Gate-type map:
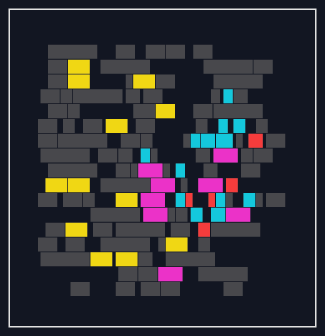
Routed clock nets over the placement:
Bar = 20 um.
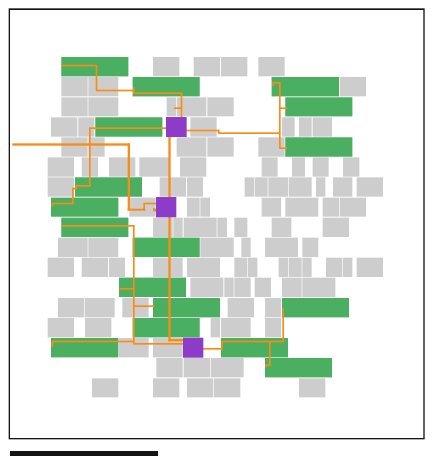
File: src/rtl/shift_sequencer.sv
// shift_sequencer: command sequencer driving an external 4-bit universal shift register.
// The sequence is load operand, shift `amount` times (saturated to 4), then capture the result.
// Optional build macro SHIFT_SEQ_ARITH_EN adds an `arith` input.
// When present, a logical right shift fills with the latched operand sign bit.
module shift_sequencer (
  input  logic       clock,
  input  logic       reset_n,
  input  logic       start,
  input  logic       dir,
  input  logic       mode,
`ifdef SHIFT_SEQ_ARITH_EN
  input  logic       arith,
`endif
  input  logic [2:0] amount,
  input  logic [3:0] operand,
  output logic       busy,
  output logic       done,
  output logic [3:0] result,
  output logic       carry,
  output logic       sr_s1,
  output logic       sr_s0,
  output logic       sr_enable,
  output logic [3:0] sr_parallelin,
  output logic       sr_serialinr,
  output logic       sr_serialinl,
  input  logic [3:0] sr_parallelout,
  input  logic       sr_serialoutr,
  input  logic       sr_serialoutl
);

  typedef enum logic [1:0] {
    IDLE    = 2'd0,
    LOAD    = 2'd1,
    SHIFT   = 2'd2,
    CAPTURE = 2'd3
  } state_t;

  state_t     state_q, state_d;
  logic [2:0] cnt_q, cnt_d;
  logic       dir_q, dir_d;
  logic       mode_q, mode_d;
  logic [3:0] operand_q, operand_d;
  logic [3:0] result_q, result_d;
  logic       carry_q, carry_d;
  logic       done_q, done_d;
  logic [1:0] sr_sel;
  logic       right_fill;

`ifdef SHIFT_SEQ_ARITH_EN
  logic arith_q, arith_d;

  // Latch the arithmetic-fill request with the rest of the command.
  always_ff @(posedge clock or negedge reset_n) begin
    if (!reset_n) arith_q <= 1'b0;
    else          arith_q <= arith_d;
  end

  // Arithmetic right shifts replicate the sign bit of the operand as loaded.
  always_comb begin
    arith_d = arith_q;
    if (state_q == IDLE && start) arith_d = arith;
  end

  assign right_fill = arith_q ? operand_q[3] : 1'b0;
`else
  assign right_fill = 1'b0;
`endif

  // State and command registers; reset abandons any command in flight.
  always_ff @(posedge clock or negedge reset_n) begin
    if (!reset_n) begin
      state_q   <= IDLE;
      cnt_q     <= 3'd0;
      dir_q     <= 1'b0;
      mode_q    <= 1'b0;
      operand_q <= 4'd0;
      result_q  <= 4'd0;
      carry_q   <= 1'b0;
      done_q    <= 1'b0;
    end else begin
      state_q   <= state_d;
      cnt_q     <= cnt_d;
      dir_q     <= dir_d;
      mode_q    <= mode_d;
      operand_q <= operand_d;
      result_q  <= result_d;
      carry_q   <= carry_d;
      done_q    <= done_d;
    end
  end

  // Next-state logic and shift-register control for each phase.
  always_comb begin
    state_d       = state_q;
    cnt_d         = cnt_q;
    dir_d         = dir_q;
    mode_d        = mode_q;
    operand_d     = operand_q;
    result_d      = result_q;
    carry_d       = carry_q;
    done_d        = 1'b0;
    sr_sel        = 2'b00;
    sr_enable     = 1'b0;
    sr_parallelin = 4'd0;
    sr_serialinr  = 1'b0;
    sr_serialinl  = 1'b0;
    case (state_q)
      IDLE: begin
        if (start) begin
          dir_d     = dir;
          mode_d    = mode;
          operand_d = operand;
          // Counts above 4 behave as 4: every bit has already left by then.
          cnt_d     = amount[2] ? 3'd4 : amount;
          carry_d   = 1'b0;
          state_d   = LOAD;
        end
      end
      LOAD: begin
        sr_sel        = 2'b11;
        sr_enable     = 1'b1;
        sr_parallelin = operand_q;
        state_d       = (cnt_q != 3'd0) ? SHIFT : CAPTURE;
      end
      SHIFT: begin
        sr_enable = 1'b1;
        if (dir_q) begin
          sr_sel       = 2'b10;
          carry_d      = sr_serialoutl;
          sr_serialinl = mode_q ? sr_serialoutl : 1'b0;
        end else begin
          sr_sel       = 2'b01;
          carry_d      = sr_serialoutr;
          sr_serialinr = mode_q ? sr_serialoutr : right_fill;
        end
        cnt_d = cnt_q - 3'd1;
        if (cnt_q == 3'd1) state_d = CAPTURE;
      end
      CAPTURE: begin
        sr_sel    = 2'b00;
        sr_enable = 1'b1;
        result_d  = sr_parallelout;
        done_d    = 1'b1;
        state_d   = IDLE;
      end
      default: state_d = IDLE;
    endcase
  end

  assign sr_s1  = sr_sel[1];
  assign sr_s0  = sr_sel[0];
  assign busy   = (state_q != IDLE);
  assign done   = done_q;
  assign result = result_q;
  assign carry  = carry_q;

endmodule

File: config.mk
export PLATFORM = sky130hd
export DESIGN_NAME = shift_sequencer
export DESIGN_NICKNAME = d
export VERILOG_FILES = /design/src/rtl/shift_sequencer.sv
export SDC_FILE = /design/constraint.sdc
export NUM_CORES = 1
export LEC_CHECK = 0
export ABC_CLOCK_PERIOD_IN_PS = 2700
export CAP_MARGIN = 10
export CORE_AREA = 5 5 51 53
export CTS_CLUSTER_SIZE = 30
export DETAILED_ROUTE_END_ITERATION = 6
export DIE_AREA = 0 0 56 58
export PLACE_DENSITY_LB_ADDON = 0.08
export REMOVE_ABC_BUFFERS = 1
export SKIP_LAST_GASP = 1
export SLEW_MARGIN = 10
export SYNTH_ARGS = -nofsm -noshare
export SYNTH_HDL_FRONTEND = slang
export SYNTH_SLANG_ARGS = --single-unit
export TNS_END_PERCENT = 30
File: constraint.sdc
create_clock -name clock -period 2.7 [get_ports clock]
set_input_delay 0.27 -clock clock [delete_from_list [all_inputs] [get_ports clock]]
set_output_delay 0.27 -clock clock [all_outputs]
set_load 0.005 [all_outputs]
==> summary.log <==
INFO  status         status=finished clean
INFO  critical_path  timing.critical_path.required=2430ps
INFO  drt            detail_route.wl_per_cell=14.0um
INFO  die            core_area=2110squm
INFO  power_and_ir_drop internal-power=916uW
INFO  drt            ant_nets=0
INFO  yosys          synthArstFlopShare=100%
INFO  cells_and_area n_fill_cell=179
INFO  global_route   number_of_antenna_violations_at_the_first_check_in_global_routing=0
INFO  die            rows=17
INFO  cells_and_area post-route-cell-area=1330squm
INFO  clock_network  clock_latency_late_sink=290ps
INFO  critical_path  critical_path.reg2reg.endpoint=state_q[1]$_DFFE_PN0P_
INFO  yosys          ys_sh_mux=14.2%
INFO  critical_path  worst_r2r_startpoint=state_q[0]$_DFFE_PN0P_
INFO  yosys          synth_stat.cells=85
INFO  place          gp_congestion=0.757
INFO  yosys          yosysUniqueCellTypes=30
INFO  critical_path  worst_setup_path_end_kind=output port
INFO  clock_network  post_cts_resized=0
INFO  hold_path      hold_path.class=in -> async
INFO  die            floorplan.die_area=3250squm
INFO  cells_and_area num-nets-final=148
INFO  global_route   grt.met1_usage=15.7%
INFO  global_route   gr-max-usage-layer=met2
INFO  clock_network  holdBufCountCts=0
INFO  yosys          post_synth_inst_count=85
INFO  critical_path  worstPathMaxFanout=9
INFO  power_and_ir_drop power.switching_fraction=35.2%
INFO  sta            rsz0062_at_grt=no
INFO  die            fp_util=44.9%
INFO  critical_path  worst_path_max_delay_cell=clkdlybuf4s50_1
INFO  power_and_ir_drop worst_ir_drop_vdd=582uV
INFO  power_and_ir_drop combPwrFrac=56.7%
INFO  critical_path  slowest_delay=510ps
INFO  place          place_ws=710ps
INFO  global_route   global_routing_usage_on_met3=3.12%
INFO  place          post_dp_cell_area=1310squm
INFO  sta            timing.final.crit_share=85.7%
INFO  drt            drt-vias-per-instance=5.14
INFO  critical_path  timing.setup.critical_path_class=reg -> out
INFO  sta            finalSetupViolations=0
INFO  critical_path  rr_worst_depth=5
INFO  yosys          synth.yosys.seq_area_share=45.0%
INFO  place          numPortBuffers=33
INFO  yosys          synth.cellmix.adderShare=10.6%
INFO  yosys          synth.top_cells.by_area=dfrtp_1, mux2_2, ha_1
INFO  die            die_w=56um
INFO  critical_path  cp_cell_sequence=inv_1, ha_1, inv_2, nor2_1, o21a_1, clkdlybuf4s50_1
INFO  yosys          synthDominantAreaCellType=dfrtp_1
INFO  sta            fin_ws=385ps
INFO  global_route   overall_global_routing_usage=13.5%
INFO  clock_network  ctsRootBufferMaster=clkbuf_4
INFO  critical_path  cp.arrival=2040ps
INFO  clock_network  cts_made_buffers=3
INFO  clock_network  clock_tree.buffer_depth=2
INFO  yosys          synth_chip_area=946squm
INFO  sta            hold_viol_final=0
INFO  power_and_ir_drop seqPwrFrac=33.6%
INFO  cells_and_area antenna_cells_inserted=0
INFO  drt            number_of_design_rule_violations_left_by_the_first_detailed_router_iteration=12
INFO  yosys          most_common_cell=dfrtp_1
INFO  cells_and_area final_layout_size_suffix_gt1_share=17.4%
INFO  drt            drcViolationCount=0
INFO  power_and_ir_drop p_leak=0.000577uW
INFO  place          dp_hpwl=1600um
INFO  yosys          yosys_warnings=0
INFO  sta            timing_worst_slew_pin_value=754ps
INFO  sta            finClkSkew=2.81ps
INFO  critical_path  setup.reg_to_reg.worst_slack=940ps
INFO  sta            hold_slack=416ps
INFO  critical_path  crit_buf_inv=3
INFO  sta            max-slew-margin-rel=49.6%
INFO  power_and_ir_drop p_total=1410uW
INFO  clock_network  tritoncts=done
INFO  power_and_ir_drop power.net_switching=497uW
INFO  sta            finalCriticalPeriod=2310ps
INFO  critical_path  timing.critical_path.from_type=register
INFO  job            tool_warnings=31
INFO  sta            final.setup.tns=0ps
INFO  clock_network  cts_h_tree_lvls=1
-- 'gate-type map' (at the start) --
color	family	cells	most used
yellow	multiplexers	12	mux2_2
red	NAND gates	5	nand2_1
magenta	adder and majority cells	8	ha_1
cyan	inverting AOI/OAI gates	13	o21ai_0
final instance count without filler cells: 149
combinational fraction of the cell area: 36.7%
most common cell after layout, fill and taps aside: clkdlybuf4s50_1

-- 'routed clock nets over the placement' (at the start) --
[orange] clock wires | length: 217 um
[purple] cells driving clock nets | count: 3
[green] flip-flops | count: 17
routed clock nets	4

-- cell families after synthesis --
group                    Yosys count
AND/OR/NAND/NOR                   25
flip-flops                        17
AND-OR/OR-AND                     15
multiplexers                      12
buffers and inverters              8
adder cells (fa/ha/maj)            8
-- cell type report --
| type | instances | area, sq um | area share [%] |
|---|---|---|---|
| Sequential cell | 17 | 425 | 31.9 |
| Inverter | 7 | 26.3 | 1.97 |
| Timing Repair Buffer | 33 | 330 | 24.8 |
| Tap cell | 28 | 35.0 | 2.63 |
| Multi-Input combinational cell | 60 | 489 | 36.7 |
| Clock buffer | 4 | 26.3 | 1.97 |
-- how the worst max path moves through the flow --
| stage | slack [ps] | endpoint | depth (start not counted) | from |
|---|---|---|---|---|
| after floorplan | 1170 | state_q[1]$_DFFE_PN0P_ | 5 | state_q[0]$_DFFE_PN0P_ |
| after global placement | 750 | sr_s0 | 6 | state_q[0]$_DFFE_PN0P_ |
| after detailed placement | 710 | sr_s0 | 6 | state_q[0]$_DFFE_PN0P_ |
| after CTS | 360 | sr_s0 | 6 | state_q[0]$_DFFE_PN0P_ |
| after global routing | 230 | sr_s0 | 6 | state_q[0]$_DFFE_PN0P_ |
| final | 390 | sr_s0 | 6 | state_q[0]$_DFFE_PN0P_ |
-- routing by layer --
metal | up-vias | share of wire [%]
li1 | 376 | -
met1 | 357 | 46
met2 | 28 | 46
met3 | 5 | 6.0
met4 | 0 | 1.8
met5 | - | 0
-- power by group through the flow --
stage	combinational, uW	sequential, uW	clock [uW]
finish	802	475	137
global route	885	499	152
CTS	814	477	143
detailed placement	804	481	0
global placement	791	474	0
floorplan	464	463	0
-- sequential cells by signal, summed over array words and instances (netlist names) --
name / flops
carry: 1
operand_q: 4
done: 1
state_q: 2
mode_q: 1
cnt_q: 3
dir_q: 1
result: 4
Power and IR drop assume default switching activity.
